`src/rtl/dcache_flush_ctrl.sv`:
```
// Write-back / refill sequencer for one data-cache line; owns the line flush port and memory port.
// Optional build macro DCACHE_FLUSH_CRITICAL_WORD_FIRST_EN starts the refill at the missed word.
//
// state   | meaning
// IDLE    | waiting for a CPU access that misses the line
// WB_RD   | present write-back word address to the line
// WB_WR   | memory write of the captured line word, wait for ack
// FILL_RD | memory read of the next refill word, wait for ack
// FILL_WE | write the refill word into the line
// DONE    | release the line port so its miss status re-evaluates
module dcache_flush_ctrl #(
    parameter int DATABITS      = 32,
    parameter int ADDRBITS      = 32,
    parameter int CACHEADDRBITS = 5
) (
    input  logic                                clk,
    input  logic                                reset_n,
    input  logic [ADDRBITS-1:0]                 dcache_addr,
    input  logic                                dcache_rdreq,
    input  logic                                dcache_wrreq,
    output logic                                dcache_stall,
    input  logic                                line_miss,
    input  logic                                line_dirty,
    input  logic [ADDRBITS-CACHEADDRBITS-3:0]   line_tag,
    input  logic [DATABITS-1:0]                 line_out,
    output logic                                flush_mode,
    output logic                                flush_we,
    output logic [ADDRBITS-1:0]                 flush_addr,
    output logic [DATABITS-1:0]                 flush_in,
    output logic [ADDRBITS-1:0]                 mem_addr,
    output logic                                mem_rdreq,
    output logic                                mem_wrreq,
    output logic [DATABITS-1:0]                 mem_out,
    input  logic [DATABITS-1:0]                 mem_in,
    input  logic                                mem_ack
);

    localparam int TAGBITS = ADDRBITS - CACHEADDRBITS - 2;
    localparam logic [CACHEADDRBITS-1:0] CNT_MAX = '1;

    typedef enum logic [2:0] {
        IDLE    = 3'd0,
        WB_RD   = 3'd1,
        WB_WR   = 3'd2,
        FILL_RD = 3'd3,
        FILL_WE = 3'd4,
        DONE    = 3'd5
    } state_t;

    state_t                     state, state_nxt;
    logic [CACHEADDRBITS-1:0]   cnt, cnt_nxt;
    logic [CACHEADDRBITS-1:0]   start, start_nxt;
    logic [CACHEADDRBITS-1:0]   idx_nxt;
    logic [TAGBITS-1:0]         new_tag, new_tag_nxt;
    logic [TAGBITS-1:0]         old_tag, old_tag_nxt;
    logic [DATABITS-1:0]        wb_data, wb_data_nxt;
    logic [DATABITS-1:0]        fill_data, fill_data_nxt;

    logic                       flush_mode_nxt;
    logic                       flush_we_nxt;
    logic [ADDRBITS-1:0]        flush_addr_nxt;
    logic [DATABITS-1:0]        flush_in_nxt;
    logic [ADDRBITS-1:0]        mem_addr_nxt;
    logic                       mem_rdreq_nxt;
    logic                       mem_wrreq_nxt;
    logic [DATABITS-1:0]        mem_out_nxt;

    logic                       trigger;
    logic                       unused_addr_bits;

    assign trigger          = (dcache_rdreq | dcache_wrreq) & line_miss;
    assign dcache_stall     = (state != IDLE) | trigger;
    assign unused_addr_bits = ^dcache_addr[1:0];

    always_comb begin
        state_nxt     = state;
        cnt_nxt       = cnt;
        start_nxt     = start;
        new_tag_nxt   = new_tag;
        old_tag_nxt   = old_tag;
        wb_data_nxt   = wb_data;
        fill_data_nxt = fill_data;
        case (state)
            IDLE: begin
                if (trigger) begin
                    new_tag_nxt = dcache_addr[ADDRBITS-1:CACHEADDRBITS+2];
                    old_tag_nxt = line_tag;
                    start_nxt   = dcache_addr[CACHEADDRBITS+1:2];
                    cnt_nxt     = '0;
                    state_nxt   = line_dirty ? WB_RD : FILL_RD;
                end
            end
            WB_RD: begin
                wb_data_nxt = line_out;
                state_nxt   = WB_WR;
            end
            WB_WR: begin
                if (mem_ack) begin
                    if (cnt == CNT_MAX) begin
                        cnt_nxt   = '0;
                        state_nxt = FILL_RD;
                    end else begin
                        cnt_nxt   = cnt + 1'b1;
                        state_nxt = WB_RD;
                    end
                end
            end
            FILL_RD: begin
                if (mem_ack) begin
                    fill_data_nxt = mem_in;
                    state_nxt     = FILL_WE;
                end
            end
            FILL_WE: begin
                if (cnt == CNT_MAX) begin
                    state_nxt = DONE;
                end else begin
                    cnt_nxt   = cnt + 1'b1;
                    state_nxt = FILL_RD;
                end
            end
            DONE:    state_nxt = IDLE;
            default: state_nxt = IDLE;
        endcase
    end

`ifdef DCACHE_FLUSH_CRITICAL_WORD_FIRST_EN
    assign idx_nxt = start_nxt + cnt_nxt;
`else
    assign idx_nxt = cnt_nxt;
`endif

    // Outputs are decoded from the next state so every port comes straight from a flop.
    always_comb begin
        flush_mode_nxt = 1'b0;
        flush_we_nxt   = 1'b0;
        flush_addr_nxt = '0;
        flush_in_nxt   = '0;
        mem_addr_nxt   = '0;
        mem_rdreq_nxt  = 1'b0;
        mem_wrreq_nxt  = 1'b0;
        mem_out_nxt    = '0;
        case (state_nxt)
            WB_RD: begin
                flush_mode_nxt = 1'b1;
                flush_addr_nxt = {old_tag_nxt, cnt_nxt, 2'b00};
            end
            WB_WR: begin
                flush_mode_nxt = 1'b1;
                mem_wrreq_nxt  = 1'b1;
                mem_addr_nxt   = {old_tag_nxt, cnt_nxt, 2'b00};
                mem_out_nxt    = wb_data_nxt;
            end
            FILL_RD: begin
                flush_mode_nxt = 1'b1;
                mem_rdreq_nxt  = 1'b1;
                mem_addr_nxt   = {new_tag_nxt, idx_nxt, 2'b00};
            end
            FILL_WE: begin
                flush_mode_nxt = 1'b1;
                flush_we_nxt   = 1'b1;
                flush_addr_nxt = {new_tag_nxt, idx_nxt, 2'b00};
                flush_in_nxt   = fill_data_nxt;
            end
            default: ;
        endcase
    end

    always_ff @(posedge clk or negedge reset_n) begin
        if (!reset_n) begin
            state      <= IDLE;
            cnt        <= '0;
            start      <= '0;
            new_tag    <= '0;
            old_tag    <= '0;
            wb_data    <= '0;
            fill_data  <= '0;
            flush_mode <= 1'b0;
            flush_we   <= 1'b0;
            flush_addr <= '0;
            flush_in   <= '0;
            mem_addr   <= '0;
            mem_rdreq  <= 1'b0;
            mem_wrreq  <= 1'b0;
            mem_out    <= '0;
        end else begin
            state      <= state_nxt;
            cnt        <= cnt_nxt;
            start      <= start_nxt;
            new_tag    <= new_tag_nxt;
            old_tag    <= old_tag_nxt;
            wb_data    <= wb_data_nxt;
            fill_data  <= fill_data_nxt;
            flush_mode <= flush_mode_nxt;
            flush_we   <= flush_we_nxt;
            flush_addr <= flush_addr_nxt;
            flush_in   <= flush_in_nxt;
            mem_addr   <= mem_addr_nxt;
            mem_rdreq  <= mem_rdreq_nxt;
            mem_wrreq  <= mem_wrreq_nxt;
            mem_out    <= mem_out_nxt;
        end
    end

    a_req_exclusive: assert property (@(posedge clk) disable iff (!reset_n)
        !(mem_rdreq && mem_wrreq));
    a_rdreq_held: assert property (@(posedge clk) disable iff (!reset_n)
        (mem_rdreq && !mem_ack) |=> (mem_rdreq && $stable(mem_addr)));
    a_wrreq_held: assert property (@(posedge clk) disable iff (!reset_n)
        (mem_wrreq && !mem_ack) |=> (mem_wrreq && $stable(mem_addr) && $stable(mem_out)));

endmodule

```
`config.mk`:
```
export PLATFORM = sky130hd
export DESIGN_NAME = dcache_flush_ctrl
export DESIGN_NICKNAME = d
export VERILOG_FILES = /design/src/rtl/dcache_flush_ctrl.sv
export SDC_FILE = /design/constraint.sdc
export NUM_CORES = 1
export LEC_CHECK = 0
export CAP_MARGIN = 10
export CELL_PAD_IN_SITES_DETAIL_PLACEMENT = 1
export CELL_PAD_IN_SITES_GLOBAL_PLACEMENT = 1
export CORE_ASPECT_RATIO = 1.2
export CORE_MARGIN = 5
export CORE_UTILIZATION = 32
export CTS_CLUSTER_SIZE = 40
export DETAILED_ROUTE_END_ITERATION = 10
export PLACE_DENSITY_LB_ADDON = 0.1
export SLEW_MARGIN = 10
export SYNTH_ARGS = -nofsm -noshare
export SYNTH_HDL_FRONTEND = slang
export SYNTH_SLANG_ARGS = --single-unit
```
`constraint.sdc`:
```
create_clock -name clk -period 2.3 [get_ports clk]
set_clock_uncertainty 0.05 [all_clocks]
set_input_delay 0.23 -clock clk [delete_from_list [all_inputs] [get_ports clk]]
set_output_delay 0.23 -clock clk [all_outputs]
set_load 0.01 [all_outputs]
```
==> Slide: Implementation Results <==
Key Metrics from the Run

Detailed routing
  • TritonRoute pass-1 iters: 4
  • DRT Wirelength: 21800 µm
  • DR vias/cell: 4.48
  • DRC Markers: 0
  • Initial DRC Count: 167
  • Total number of vias: 5381
  • DRT antenna net count: 0

Setup path
  • Slowest stage delay, CP: 360 ps
  • Worst path slowest cell: dfrtp_1
  • Critical path origin: cnt[1]
  • R2r endpoint: mem_addr[19]
  • Worst path required time: 2680 ps
  • R2r worst-path depth: 9
  • Crit path DAT: 2610 ps
  • Largest delay contributor family on the critical path: AND-OR/OR-AND gates
  • CP Cell Sequence: ha_2, and3_4, ha_4, nand2b_1, a311o_1, o21a_1, or2_4, clkbuf_16, o22ai_2
  • Reg2Reg Setup Slack: 60 ps
  • CP Capture Point: mem_addr[19]
  • Reg2reg start: cnt[1]
  • Buf+Inv Stages, Crit Path: 1
  • CP max FO: 8
  • CP endpoint kind: flop
  • Crit path depth: 9
  • Crit Path Class: reg2reg

Floorplanning
  • Total die size: 28400 µm²
  • Die Ht: 184 µm
  • Die width: 155 µm
  • Number of cell rows: 63
  • Io pins: 261
  • CORE AREA: 24800 µm²

Synthesis
  • Synth area leaders: dfrtp_1, mux2i_1, mux2_2
  • Ys flops: 218
  • Aoi share: 7.51%
  • Yosys adder share: 0.779%
  • Synthesis Warnings: 0
  • Comb area leader: multiplexers
  • Yosys xor share: 0.109%
  • Yosys chip area: 8030 µm²
  • Synth area leader: dfrtp_1
  • Yosys stat cell total: 580
  • Max-area cell share: 67.9%
  • Simple share: 7.40%
  • Post-synth seq share: 67.9%
  • MUX area fraction: 10.7%
  • Mapped cell area: 8030 µm²

Timing
  • Final setup viols: 0
  • Final Cycle Share: 97.2%
  • Worst slew pin tran: 578 ps
  • RSZ-0062 raised after global routing: true
  • Slew Viols, Final: 0
  • F_max: 447 MHz
  • Final Hold Fails: 0
  • Hold Worst Slack: 230 ps
  • Setup TNS Final: 0 ps

Clock network
  • Latency at later pin: 510 ps
  • Max H-tree Level: 1
  • CTS tree: yes
  • Clock Path Buffers: 3
  • Clk slew on worst S/H paths: 60 ps
  • CTS buffer count: 24
  • Clk sink count: 218

Finish
  • Finished Layout Cells: 1202
  • Post-layout nets: 992
  • Filler Cells Inserted: 2516
  • Layout cells sized above 1: 17.1%
  • Most frequent logic cell in the layout: clkdlybuf4s50_1
  • Antenna diode count: 0
  • Design Area, Final: 12100 µm²

Place
  • Placed cell area: 11200 µm²
  • Post-detail-place hpwl: 15500 µm
  • Placed insts: 1152
  • Port-buffer cells: 249
  • GPL Wtd Cong: 0.787

Worst hold path
  • Worst min path class: in2reg
  • Hold_sp: mem_in[19]
  • Hold EP: flush_in[19]

Flow run
  • Tool warnings: 36
  • Max_cap viols: 0

Global routing
  • GR Util met2: 26.9%
  • Number of global-route vias before repair: 6276
  • GR peak layer: met2
  • Largest net degree at the start of global routing: 69
  • GRT overflow: 0
  • Initial antenna violation count: 0
  • Total track usage: 15.0%
  • First-pass GRT wire length: 34200 µm

Power
  • Top pwr grp: combinational logic
  • Internal: 0.0111 W
  • Power share of the clock group: 24.8%
  • P_clk: 0.00401 W
  • Flop pwr share: 35.8%
  • VDD IR max: 0.000678 V
  • Combinational share of power: 39.4%
  • Comb group: 0.00638 W
  • Switching share of total power: 31.6%
  • Total Power: 0.0162 W
  • NetSw: 0.00512 W
  • Seq. pwr: 0.00579 W

Status
  • Status: finished clean
## cell usage after synthesis, drive strengths merged
cell       n
o21a       1
ha         5
conb       1
o22ai     50
a21o       1
and3       1
xor2       1
o21ai      3
or2        2
buf       26
clkbuf    10
nand3      4
a22oi      1
and2b      1
a311o      1
a221o      1
a2bb2oi    2
a221oi     2
nand2b     3
nand3b     2
inv       63
mux2      32
a211oi     1
and3b      1
o2111ai    1
nor2      10
nand4b     1
a31oi      3
a21oi      8
nand2      5
dfrtp    218
mux2i     50
nor2b     34
and2      34
nor3b      1
## routing by layer
metal / up-vias / wire length (µm)
li1: 2468 / -
met1: 2701 / 8610
met2: 186 / 11100
met3: 26 / 1760
met4: 0 / 421
met5: - / 0
## flip-flops by register name, summed over array words and instances, names as in the netlist
name,flops
flush_in,32
mem_out,32
wb_data,32
flush_addr,30
mem_addr,30
new_tag,25
old_tag,25
cnt,5
state,3
flush_mode,1
flush_we,1
mem_rdreq,1
mem_wrreq,1
## final cells by class
cell class | count | area, µm² | share of cell area [%]
clock buffers | 32 | 701 | 5.77
well taps | 325 | 407 | 3.35
clock inverters | 12 | 151 | 1.25
flip-flops and latches | 218 | 5460 | 44.9
repair buffers | 286 | 2960 | 24.3
inverters | 63 | 236 | 1.95
multi-input cells | 266 | 2240 | 18.4
## through the flow
stage	utilization [%]	setup slack, ps
after global routing	49.1	-26.7
after global placement	45.1	6.97
after detailed placement	45.1	-58.3
after CTS	48.7	27.8
after floorplan	-	88.8
final	49.1	63.9
## repair_timing
action,CTS,global route
cloned,0,1
endpoints found under the hold margin,63,0
buffers inserted,2,2
pin swaps,1,3
hold buffers,1,0
setup endpoints to repair,45,38
gates resized,7,10
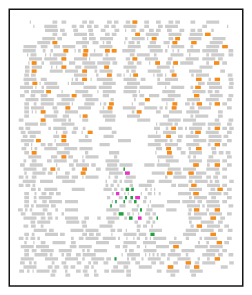
*Gate-type map*
Drawn at 1.5 px/µm.
nand cells: shown in green, cells 15, most used nand2_1. non-inverting ao/oa cells: shown in magenta, cells 4. mux cells: shown in orange, cells 82, most used mux2i_1, where widely spread.

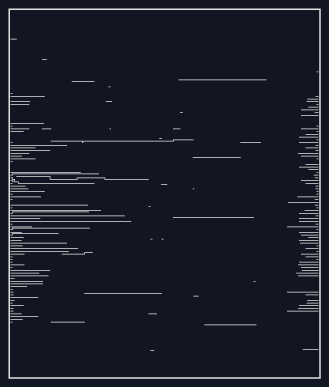
*M3 wires*
Drawn at 2 px/µm.
The layer holds 8.0% of the routed length. The longest straight run is 61.2 µm. The wires run mostly horizontal.

Power is estimated from default activity; no workload was simulated.
